Run 1, clock network drawn from the DEF:
Drawn at 6 px/um.
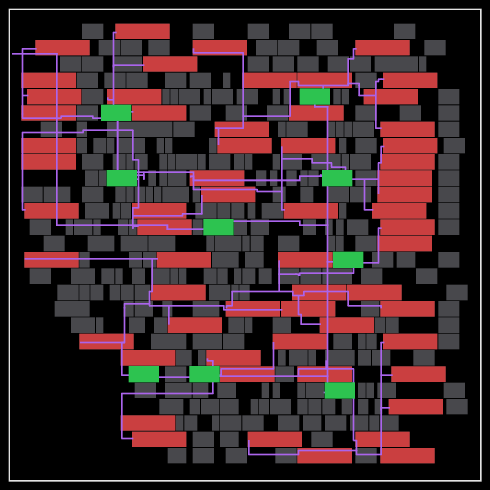
Run 1, placed cells, one colour a class:
Drawn at 4 px/um.
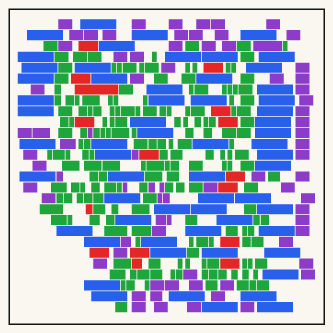
Run 1, I/O nets highlighted:
Drawn at 6 px/um.
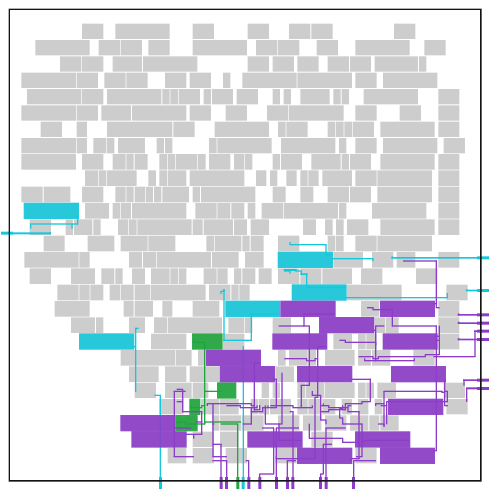
==> config.mk <==
export PLATFORM = sky130hd
export DESIGN_NAME = decoder_5_to_32_stream
export DESIGN_NICKNAME = d
export VERILOG_FILES = /design/src/rtl/decoder_pkg.sv /design/src/rtl/decoder_5_to_32_stream.sv
export SDC_FILE = /design/constraint.sdc
export NUM_CORES = 1
export LEC_CHECK = 0
export ABC_AREA = 0
export CAP_MARGIN = 40
export CORE_MARGIN = 1.5
export CORE_UTILIZATION = 49
export CTS_CLUSTER_SIZE = 8
export DETAILED_ROUTE_END_ITERATION = 12
export GPL_TIMING_DRIVEN = 0
export PLACE_DENSITY = 0.79
export SYNTH_ARGS = -nofsm -noshare
export SYNTH_HDL_FRONTEND = slang
export SYNTH_SLANG_ARGS = --single-unit
==> constraint.sdc <==
create_clock -name clk -period 2.2 [get_ports clk]
set_clock_uncertainty 0.2 [all_clocks]
set_input_delay 0.33 -clock clk [delete_from_list [all_inputs] [get_ports clk]]
set_output_delay 0.33 -clock clk [all_outputs]
set_load 0.05 [all_outputs]
==> src/rtl/decoder_pkg.sv <==
// Shared types and helpers for the 5-to-32 streaming decoder.
package decoder_pkg;

  localparam int unsigned IDX_W = 5;
  localparam int unsigned OH_W  = 32;

  typedef enum logic {
    IDLE = 1'b0,
    SCAN = 1'b1
  } state_t;

  function automatic logic [OH_W-1:0] idx_to_onehot(input logic [IDX_W-1:0] idx);
    return OH_W'(1) << idx;
  endfunction

endpackage

==> src/rtl/decoder_5_to_32_stream.sv <==
// Streaming 5-to-32 one-hot decoder with a single output slot shared by the
// input path and an in-order scan of all 32 codes.
module decoder_5_to_32_stream
  import decoder_pkg::*;
#(
  parameter int unsigned COUNT_W = 16
) (
  input  logic               clk,
  input  logic               rst,
  input  logic               in_valid,
  output logic               in_ready,
  input  logic [IDX_W-1:0]   in_idx,
  input  logic               scan_start,
  output logic               out_valid,
  input  logic               out_ready,
  output logic [OH_W-1:0]    out_onehot,
  output logic [IDX_W-1:0]   out_idx,
  output logic               busy,
  output logic [COUNT_W-1:0] dec_count
);

  state_t             state, state_n;
  logic [IDX_W-1:0]   scan_cnt, scan_cnt_n;
  logic               valid_n;
  logic [OH_W-1:0]    onehot_n;
  logic [IDX_W-1:0]   idx_n;
  logic [COUNT_W-1:0] count_n;
  logic               slot_free;

  assign slot_free = !out_valid || out_ready;
  assign in_ready  = (state == IDLE) && !scan_start && slot_free;
  assign busy      = (state == SCAN);

  // Next-state and slot load selection; scan_start takes priority over input.
  always_comb begin
    state_n    = state;
    scan_cnt_n = scan_cnt;
    valid_n    = out_valid;
    onehot_n   = out_onehot;
    idx_n      = out_idx;
    count_n    = dec_count;

    if (out_valid && out_ready) begin
      count_n = dec_count + COUNT_W'(1);
    end

    if (slot_free) begin
      valid_n  = 1'b0;
      onehot_n = '0;
      idx_n    = '0;
    end

    unique case (state)
      IDLE: begin
        if (scan_start) begin
          state_n    = SCAN;
          scan_cnt_n = '0;
        end else if (in_valid && in_ready) begin
          valid_n  = 1'b1;
          onehot_n = idx_to_onehot(in_idx);
          idx_n    = in_idx;
        end
      end
      SCAN: begin
        if (slot_free) begin
          valid_n    = 1'b1;
          onehot_n   = idx_to_onehot(scan_cnt);
          idx_n      = scan_cnt;
          scan_cnt_n = IDX_W'(scan_cnt + IDX_W'(1));
          if (scan_cnt == IDX_W'(OH_W - 1)) begin
            state_n = IDLE;
          end
        end
      end
      default: state_n = IDLE;
    endcase
  end

  always_ff @(posedge clk or posedge rst) begin
    if (rst) begin
      state      <= IDLE;
      scan_cnt   <= '0;
      out_valid  <= 1'b0;
      out_onehot <= '0;
      out_idx    <= '0;
      dec_count  <= '0;
    end else begin
      state      <= state_n;
      scan_cnt   <= scan_cnt_n;
      out_valid  <= valid_n;
      out_onehot <= onehot_n;
      out_idx    <= idx_n;
      dec_count  <= count_n;
    end
  end

endmodule

==> results.json, run 1 <==
{
  "run_status": "finished, final reports clean",
  "grt_pass1_wl_um": 12000,
  "fp.dieH_um": 78.4,
  "die-area_um2": 6140,
  "r2r_slack_ns": 0.11,
  "drt_drc_violations_left": 0,
  "startpoint_type": "flop",
  "vdd_ir_drop_max_mv": 0.694,
  "clock_tree_from_tritoncts": "built",
  "avgSynthCellArea_um2": 11.0,
  "routed_wire_length_per_instance_um": 17.6,
  "cts_post_setup_buffers_inserted": 0,
  "critical_path.max_fanout": 10,
  "hold_buffers": 0,
  "timing_max_transition_violations_final": 0,
  "syn-instance-count": 253,
  "dp_cells": 391,
  "proportion_of_layout_cells_with_a_drive_suffix_above_1_pct": 10.1,
  "postSynth.topFlopCell": "sky130_fd_sc_hd__dfrtp_1",
  "worst_setup_path_startpoint": "out_valid$_DFF_PP0_",
  "max_cap_viol_count": 0,
  "overflow": 0,
  "syn_area_um2": 2780,
  "power_density_nw_per_um2": 1070,
  "ctsLongestPathBuffers": 2,
  "tritoncts_num_sinks": 60,
  "grt_pass1_vias": 2373,
  "clk_pin_slew_worst_paths_ns": 0.07,
  "stage_log_warnings": 30,
  "yosysWarningCount": 0,
  "synth.ff_latch_count": 60,
  "finalNonFillerCells": 407,
  "endpoint_kind": "output port",
  "route.detailed.vias_per_inst": 5.90,
  "final_nets": 348,
  "grt_setup_unrepaired": "no",
  "grt_usage_pct": 25.7,
  "n_antenna_cell": 0,
  "drt_iter0_drc": 222,
  "required_ns": 1.67,
  "static_power_due_to_leakage_nw": 1.66,
  "max_freq_mhz": 471,
  "enable_flop_cells": 0,
  "syn_to_final_growth_pct": 36.1,
  "synthArstFlopShare_pct": 100,
  "synthTopCellsByArea": "sky130_fd_sc_hd__dfrtp_1, sky130_fd_sc_hd__a221o_1, sky130_fd_sc_hd__nor2_1",
  "detailroute.via_count": 2403,
  "ys_top_cells_by_count": "sky130_fd_sc_hd__dfrtp_1, sky130_fd_sc_hd__a221o_1, sky130_fd_sc_hd__nor2_1, sky130_fd_sc_hd__nand2_1, sky130_fd_sc_hd__nor3_1",
  "setup_tns_ns": 0,
  "setup-violations-final": 0,
  "cts.htree.levels": 3,
  "cts_buf_count": 9,
  "routabilityCongestion": 0.851,
  "detail_route.wirelength_um": 7160,
  "worstSetupPathType": "reg -> out",
  "place_hpwl_um": 5000,
  "synth_sequential_area_ratio_pct": 54.0,
  "critical_path.reg2reg.startpoint": "busy$_DFF_PP0_",
  "slew_headroom_pct": 53.2,
  "die_width_um": 78.4,
  "fin_worst_hold_slack_ns": 0.179,
  "place_ws_ns": -0.685,
  "synth_top_cell_by_area": "sky130_fd_sc_hd__dfrtp_1",
  "hold_viol": 0,
  "yosys_cells": 253,
  "clock_tree.root_cell": "sky130_fd_sc_hd__clkbuf_8",
  "most_common_cell": "sky130_fd_sc_hd__dfrtp_1",
  "timing.final.crit_share_pct": 96.6,
  "yosysTopAreaCellShare_pct": 54.0,
  "dr.pass1.iters": 5,
  "final.setup.worst_slack_ns": 0.0753,
  "final_antenna_net_count": 0,
  "cp_arrival_ns": 1.59,
  "syn_nets": 271,
  "worst_hold_path_type": "in -> async",
  "timing.final.crit_period_ns": 2.12,
  "worstMarginPinSlew_ns": 0.699,
  "yosysChipArea_um2": 2780,
  "floorplanUtilization_pct": 50.5,
  "grt_max_degree": 34,
  "post_synth_num_cell_types": 35,
  "antenna_found_initial": 0
}
Back to the opening pictures, 'clock network drawn from the DEF':
[clock-net drivers] green | count: 9
[clock wires] purple | length: 778 um
[flip-flops] red | count: 60
routed clock nets: 10
flops lie: all over the die
power drawn by the clock network: 1.08 mW
clock latency of the later-clocked register in the worst-skew pair: 0.34 ns
clock share of power: 26.7%

Back to the opening pictures, 'placed cells, one colour a class':
| class | colour | cells | share of their area |
|---|---|---|---|
| registers | blue | 60 | 41% |
| remaining logic cells | green | 182 | 34% |
| clock drivers and dummy loads | red | 16 | 6.0% |
| remaining buffers and delay cells | purple | 77 | 20% |
Rows: 27
core box area: 5510 um^2
cell area after layout: 3790 um^2
post-route core utilization: 68.8%

Back to the opening pictures, 'I/O nets highlighted':
| port | colour | direction | end cells | buffers | wire |
|---|---|---|---|---|---|
| out_idx | cyan | output | 5 | 5 | 153 um |
| out_ready | green | input | 5 | 1 | 44.9 um |
| dec_count | purple | output | 16 | 16 | 494 um |
total I/O pin count: 66
number of buffers inserted by port buffering: 65

run 1: critical path: stages, from the launching register on:
cell and delay [ns]:
sky130_fd_sc_hd__dfrtp_1 0.47, sky130_fd_sc_hd__nor2b_2 0.24, sky130_fd_sc_hd__clkbuf_4 0.27, sky130_fd_sc_hd__nor3_4 0.04, sky130_fd_sc_hd__clkbuf_4 0.22
run 1: cell usage in the layout, fill, tap and decap left out, types with 3 or more instances in the layout:
cell type,count
sky130_fd_sc_hd__clkdlybuf4s50_1,62
sky130_fd_sc_hd__dfrtp_1,60
sky130_fd_sc_hd__a221o_1,35
sky130_fd_sc_hd__nor2_1,33
sky130_fd_sc_hd__nand2_1,20
sky130_fd_sc_hd__clkbuf_8,13
sky130_fd_sc_hd__nor3_1,10
sky130_fd_sc_hd__xnor2_1,10
sky130_fd_sc_hd__nand4_1,8
sky130_fd_sc_hd__ha_1,8
sky130_fd_sc_hd__nand3_1,7
sky130_fd_sc_hd__inv_1,6
sky130_fd_sc_hd__clkbuf_1,5
sky130_fd_sc_hd__and3_1,5
sky130_fd_sc_hd__nor4_1,5
sky130_fd_sc_hd__xor2_1,5
sky130_fd_sc_hd__buf_2,4
sky130_fd_sc_hd__nand2b_1,3
sky130_fd_sc_hd__nand4b_1,3
run 1: routing by layer:
layer / wire length [um] / up-vias / part of all wire [%] / global-route usage [%]
met3: 636 / 12 / 8.9 / 8.60
met1: 3050 / 1177 / 43 / 35.2
met5: 0 / - / 0 / 0
met2: 3370 / 117 / 47 / 38.4
met4: 99 / 0 / 1.4 / 8.57
li1: - / 1097 / - / -
run 1: timing repair:
action | 4_1_cts | 5_1_grt
setup endpoints to repair | 2 | 4
cloned | 0 | 0
gates resized | 9 | 3
run 1: where the power goes:
group | switching, mW | total [mW] | internal [mW]
registers | 0.181 | 1.48 | 1.30
clock network | 0.437 | 1.08 | 0.645
logic | 0.992 | 1.50 | 0.505
run 1: final timing paths:
check,to,cells after the start
max,in_ready,4
min,asynchronous set/reset pin,2
max reg2reg,flop,4
min reg2reg,dec_count[15]$_DFFE_PP0P_,1
max in group asynchronous,dec_count[0]$_DFFE_PP0P_,3
min in group clk,dec_count[15]$_DFFE_PP0P_,1
run 1: metrics by stage:
step	util [%]	power, mW	cell area (um^2)
2_1_floorplan	-	2.46	2790
3_3_place_gp	64.2	2.94	3530
3_5_place_dp	64.6	2.97	3550
4_1_cts	68.6	4.06	3780
5_1_grt	68.8	4.25	3790
6_report	68.8	4.06	3790
run 1: area by class of cell:
cell class | instances | area [um^2]
clock buffer | 13 | 179
fill | 418 | 1720
inverter | 8 | 30.0
timing repair buffer | 66 | 669
clock inverter | 3 | 42.5
multi-input combinational | 174 | 1220
tap | 72 | 90.1
sequential | 60 | 1500
buffer | 11 | 57.6
run 1: kinds of logic (layout without fill, tap and decap cells):
logic type                 after synthesis  after routing  synth area share (%)
xor gates and xnor gates                15             15                  4.72
adders and majority gates                8              8                  3.60
and+or+nand+nor                        105            105                  19.3
buffers and inverters                   19            101                  3.01
AOI/OAI and AO/OA                       45             45                  15.0
muxes                                    1              1                 0.405
DFF                                     60             60                  54.0
==> run 2: changes to the inputs <==
ABC_AREA = 1   (was 0)
CORE_UTILIZATION = 46   (was 49)
PLACE_DENSITY = 0.74   (was 0.79)
clock period = 1.8 ns   (was 2.2 ns; I/O delays follow)
==> run 2 against run 1 <==
The flow now finishes with violations (setup timing). Die size rose by 16%. Critical endpoint unchanged. Area after synthesis is 9.3% higher. Core utilization down 5.3 points. Largest cell class unchanged.
==> results.json, run 2 <==
{
  "postSynth.topFlopCell": "sky130_fd_sc_hd__dfrtp_1",
  "synth.cellmix.xorXnorShare_pct": 3.74,
  "final.setup.worst_slack_ns": -0.106,
  "syn_nets": 365,
  "die-area_um2": 7110,
  "yosys_cells": 347,
  "startpoint_type": "flop",
  "clkPwrFrac_pct": 27.4,
  "cell_internal_pwr_mw": 2.87,
  "fillerInstances": 564,
  "hold_viol": 0,
  "cts_buf_count": 9,
  "critical_path.reg2reg.startpoint": "busy$_DFF_PP0_",
  "max_cap_viol_count": 0,
  "setup_tns_ns": -0.106,
  "avgSynthCellArea_um2": 8.77,
  "worst_hold_path_type": "in -> async",
  "grt_max_degree": 38,
  "gr-usage-met2_pct": 36.1,
  "yosysChipArea_um2": 3040,
  "fin_worst_hold_slack_ns": 0.133,
  "grt_setup_unrepaired": "yes",
  "violations": "setup timing",
  "enable_flop_cells": 0,
  "routed_wire_length_per_instance_um": 15.6,
  "final_antenna_net_count": 0,
  "route.detailed.vias_per_inst": 5.41,
  "final_design_area_no_fill_um2": 4050,
  "cp_arrival_ns": 1.44,
  "p_comb_share_pct": 35.9,
  "syn_to_final_growth_pct": 33.3,
  "timing.final.crit_period_ns": 1.91,
  "synthArstFlopShare_pct": 100,
  "run_status": "complete, but fails checks",
  "setup-violations-final": 1
}
[run 2: cell types whose count changed after synthesis, moves of 8 or more]
cell	before	now
sky130_fd_sc_hd__a21oi_1	2	10
sky130_fd_sc_hd__nand3_1	7	25
sky130_fd_sc_hd__o21ai_0	2	10
sky130_fd_sc_hd__nand2_1	20	85
sky130_fd_sc_hd__o211ai_1	0	24
sky130_fd_sc_hd__a221o_1	35	0
sky130_fd_sc_hd__inv_1	7	28
sky130_fd_sc_hd__nor3_1	11	1
[run 2: metrics by stage]
stage          std cells  util [%]  setup WS (ns)
2_1_floorplan        347         -         0.0104
3_3_place_gp         488      59.4         -0.771
3_5_place_dp         489      59.7         -0.773
4_1_cts              505      62.1        -0.0912
5_1_grt              516      63.5         -0.135
6_report             516      63.5         -0.106
[run 2: critical path, cell delays in order, from the launching register on]
cell	delay [ns]
sky130_fd_sc_hd__dfrtp_2	0.46
sky130_fd_sc_hd__nor2_4	0.21
sky130_fd_sc_hd__inv_2	0.07
sky130_fd_sc_hd__nor2_4	0.18
sky130_fd_sc_hd__buf_8	0.17
[run 2: area by class of cell]
cell class / count / area (um^2) / share of cell area [%]
Clock buffer: 11 / 141 / 3.49
Clock inverter: 5 / 75.1 / 1.85
Multi-Input combinational cell: 243 / 1370 / 33.8
Buffer: 9 / 65.1 / 1.60
Tap cell: 77 / 96.3 / 2.38
Timing Repair Buffer: 76 / 666 / 16.4
Sequential cell: 60 / 1510 / 37.2
Inverter: 35 / 135 / 3.33
[run 2: worst max-delay path by stage]
stage                                    from       end  slack, ns  depth (start not counted)
after floorplan           out_valid$_DFF_PP0_      flop       0.01                          6
after global placement              out_ready  in_ready      -0.77                          5
after detailed placement            out_ready  in_ready      -0.77                          5
after CTS                      busy$_DFF_PP0_  in_ready      -0.09                          4
after global routing           busy$_DFF_PP0_  in_ready      -0.14                          4
final                          busy$_DFF_PP0_  in_ready      -0.11                          4
[run 2: layer usage]
metal	part of all wire, %	routed length [um]	vias to the layer above
li1	-	-	1330
met1	47	3760	1336
met2	45	3650	116
met3	6.8	545	9
met4	1.2	96	0
met5	0	0	-
[run 2: what timing repair did]
action,in CTS,in global routing
gates resized,70,17
pin swaps,2,3
setup buffers,0,11
endpoints found under the setup margin,56,20
[run 2: kinds of logic (layout without fill, tap and decap cells)]
group                      after synthesis  in the layout
DFF                                     60             60
buffers and inverters                   44            136
AOI/OAI and AO/OA                       54             54
adders and majority gates                8              8
and+or+nand+nor                        168            168
xor gates and xnor gates                13             13
[run 2: power groups by stage]
stage | clock (mW) | sequential, mW | combinational [mW]
floorplan | 0 | 2.44 | 0.608
global placement | 0 | 1.81 | 1.83
detailed placement | 0 | 1.81 | 1.86
CTS | 1.35 | 1.78 | 1.75
global route | 1.43 | 1.82 | 1.89
finish | 1.34 | 1.79 | 1.75
Run 2, signal wires on met3:
Drawn at 4 px/um.
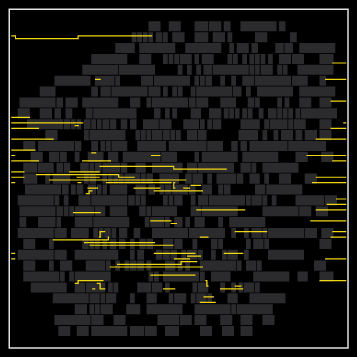
longest straight run: 34.0 um
wire length on this layer: 545 um
share of all routed wire: 6.8%
final routed wirelength across all metal layers: 8050 um
met3 Track Usage GR: 6.39%
via count: 2791

==> run 3: changes to the inputs <==
GPL_ROUTABILITY_DRIVEN = 0   (was not set)
TNS_END_PERCENT = 30   (was not set)
==> run 3 against run 2 <==
Count of clock-buffer cells in the layout unchanged. Via count down 1.3%. Flip-flop count stayed put. Core utilization shrank 0.35 points. The flow still finishes with violations (setup timing). Area after synthesis unchanged. Hold slack lost 0.0096 ns. Global-route usage down 1.1 points. Setup slack better by 0.084 ns.
==> results.json, run 3 <==
{
  "drt_drc_violations_left": 0,
  "synthTopCellsByArea": "sky130_fd_sc_hd__dfrtp_1, sky130_fd_sc_hd__nand2_1, sky130_fd_sc_hd__o211ai_1",
  "clock_tree_from_tritoncts": "built",
  "max_cap_viol_count": 0,
  "postSynth.topFlopCell": "sky130_fd_sc_hd__dfrtp_1",
  "dr.pass1.iters": 4,
  "drt_iter0_drc": 179,
  "setup-violations-final": 1,
  "synth.ff_latch_count": 60,
  "syn_area_um2": 3040,
  "synthArstFlopShare_pct": 100,
  "ctsLongestPathBuffers": 2,
  "most_common_cell": "sky130_fd_sc_hd__nand2_1",
  "detail_route.wirelength_um": 7760,
  "peak_usage_layer_in_the_global_routing_report": "met2",
  "max_freq_mhz": 549,
  "clock_latency_ns": 0.35,
  "groute.layer.met3.usage_pct": 7.57,
  "place_ws_ns": -0.740,
  "place_hpwl_um": 5630,
  "syn-instance-count": 347,
  "n_antenna_cell": 0,
  "clock_tree.root_cell": "sky130_fd_sc_hd__clkbuf_8",
  "routed_wire_length_per_instance_um": 15.2,
  "detailroute.via_count": 2755,
  "hold_buffers": 0,
  "grt_setup_unrepaired": "yes",
  "io_buffers": 64,
  "route.detailed.vias_per_inst": 5.38,
  "syn_to_final_growth_pct": 32.5,
  "overflow": 0,
  "met1_usage_pct": 32.7,
  "worst_hold_path_type": "in -> reg",
  "final_nets": 449,
  "synth_top_cell_by_area": "sky130_fd_sc_hd__dfrtp_1",
  "yosysTopAreaCellShare_pct": 49.4,
  "final_antenna_net_count": 0,
  "vdd_ir_drop_max_mv": 0.858,
  "slew_headroom_pct": 63.9,
  "grt_usage_pct": 23.5,
  "placementRows": 29,
  "floorplanUtilization_pct": 47.6,
  "coreArea_um2": 6390,
  "grt_pass1_wl_um": 13000,
  "proportion_of_layout_cells_with_a_drive_suffix_above_1_pct": 15.6,
  "enable_flop_cells": 0,
  "timing_max_transition_violations_final": 0,
  "endpoint_kind": "output port",
  "violations": "setup timing",
  "die-area_um2": 7110,
  "final_common_cell": "sky130_fd_sc_hd__nand2_1",
  "synth_sequential_area_ratio_pct": 49.4,
  "worstMarginPinSlew_ns": 0.541,
  "cp_arrival_ns": 1.35,
  "yosys_cells": 347,
  "clk_pin_slew_worst_paths_ns": 0.06,
  "ys_top_cells_by_count": "sky130_fd_sc_hd__nand2_1, sky130_fd_sc_hd__dfrtp_1, sky130_fd_sc_hd__nor2_1, sky130_fd_sc_hd__inv_1, sky130_fd_sc_hd__nand3_1",
  "run_status": "complete, but fails checks",
  "timing.final.crit_share_pct": 101,
  "antenna_found_initial": 0,
  "final.setup.worst_slack_ns": -0.0220,
  "stage_log_warnings": 33,
  "gr-usage-met2_pct": 33.4,
  "grt_max_degree": 31,
  "syn_nets": 365,
  "yosysChipArea_um2": 3040,
  "fp.dieH_um": 84.3
}
==> run 3: cell counts after synthesis <==
Identical to the previous run, type by type.
==> run 3: final timing paths <==
kind	end	cells past startpoint	slack, ns
worst max-delay path	in_ready	5	-0.02
worst min-delay path	flop	3	0.12
worst max register to register	flop	4	0.09
worst min register to register	dec_count[15]$_DFFE_PP0P_	1	0.28
max in group asynchronous	busy$_DFF_PP0_	3	1.07
min in group asynchronous	asynchronous set/reset pin	3	0.14
==> run 3: critical path, stage by stage (launching register included) <==
cell	delay [ns]
sky130_fd_sc_hd__dfrtp_1	0.44
sky130_fd_sc_hd__inv_2	0.09
sky130_fd_sc_hd__nor2_4	0.05
sky130_fd_sc_hd__buf_6	0.13
sky130_fd_sc_hd__nor2_4	0.14
sky130_fd_sc_hd__buf_8	0.16
==> run 3: cell families (layout without fill, tap and decap cells) <==
group           count (synthesis)  in the layout  share of synthesized area, %
compound gates                 54             54                          11.6
xor+xnor                       13             13                          3.74
fa+ha+maj                       8              8                          3.29
buf+inv                        44            132                          6.33
flops                          60             60                          49.4
simple gates                  168            168                          25.7
==> run 3: stage by stage <==
step	cell area, um^2	utilization (%)	power [mW]	hold slack [ns]	instances
after floorplan	3050	-	3.05	0.176	347
after global placement	3790	59.3	3.64	0.264	488
after detailed placement	3830	60.0	3.68	0.275	490
after CTS	3990	62.4	4.91	0.115	505
after global routing	4030	63.1	5.14	0.132	512
final	4030	63.1	4.89	0.123	512
==> run 3: area by class of cell <==
cell class | instances | area, um^2
timing repair buffer | 73 | 644
clock inverter | 4 | 72.6
inverter | 35 | 135
fill | 550 | 2350
tap | 77 | 96.3
sequential | 60 | 1500
multi-input combinational | 243 | 1360
buffer | 9 | 65.1
clock buffer | 11 | 151
==> run 3: where the power goes <==
part / leakage (nW) / total (mW) / switching (mW) / internal (mW)
registers: 0.796 / 1.78 / 0.197 / 1.58
logic: 1.07 / 1.74 / 1.27 / 0.472
clock network: 0.111 / 1.37 / 0.526 / 0.844
==> run 3: repair_timing <==
action,in CTS,in global routing
setup buffers,0,7
gates resized,65,28
setup endpoints to repair,56,27
pin swaps,0,4
==> run 3: metal layers <==
layer  up-vias  part of all wire (%)
met3        21                   7.6
met2       106                    45
li1       1319                     -
met4         0                   2.3
met5         -                     0
met1      1309                    45
Run 3, the clock network:
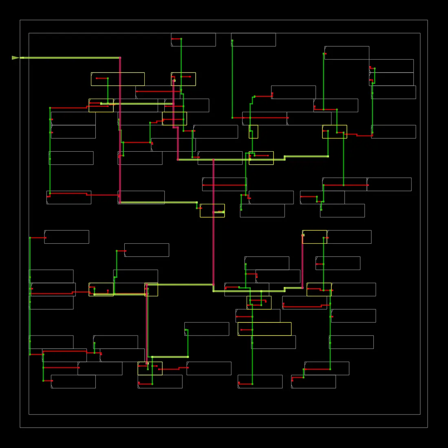
power drawn by the clock network: 1.37 mW
clock sink total: 60
CTS Buf Count: 9
Clock Buffer Count: 11

Power figures rest on the tool's default switching activity, not on a simulated workload.
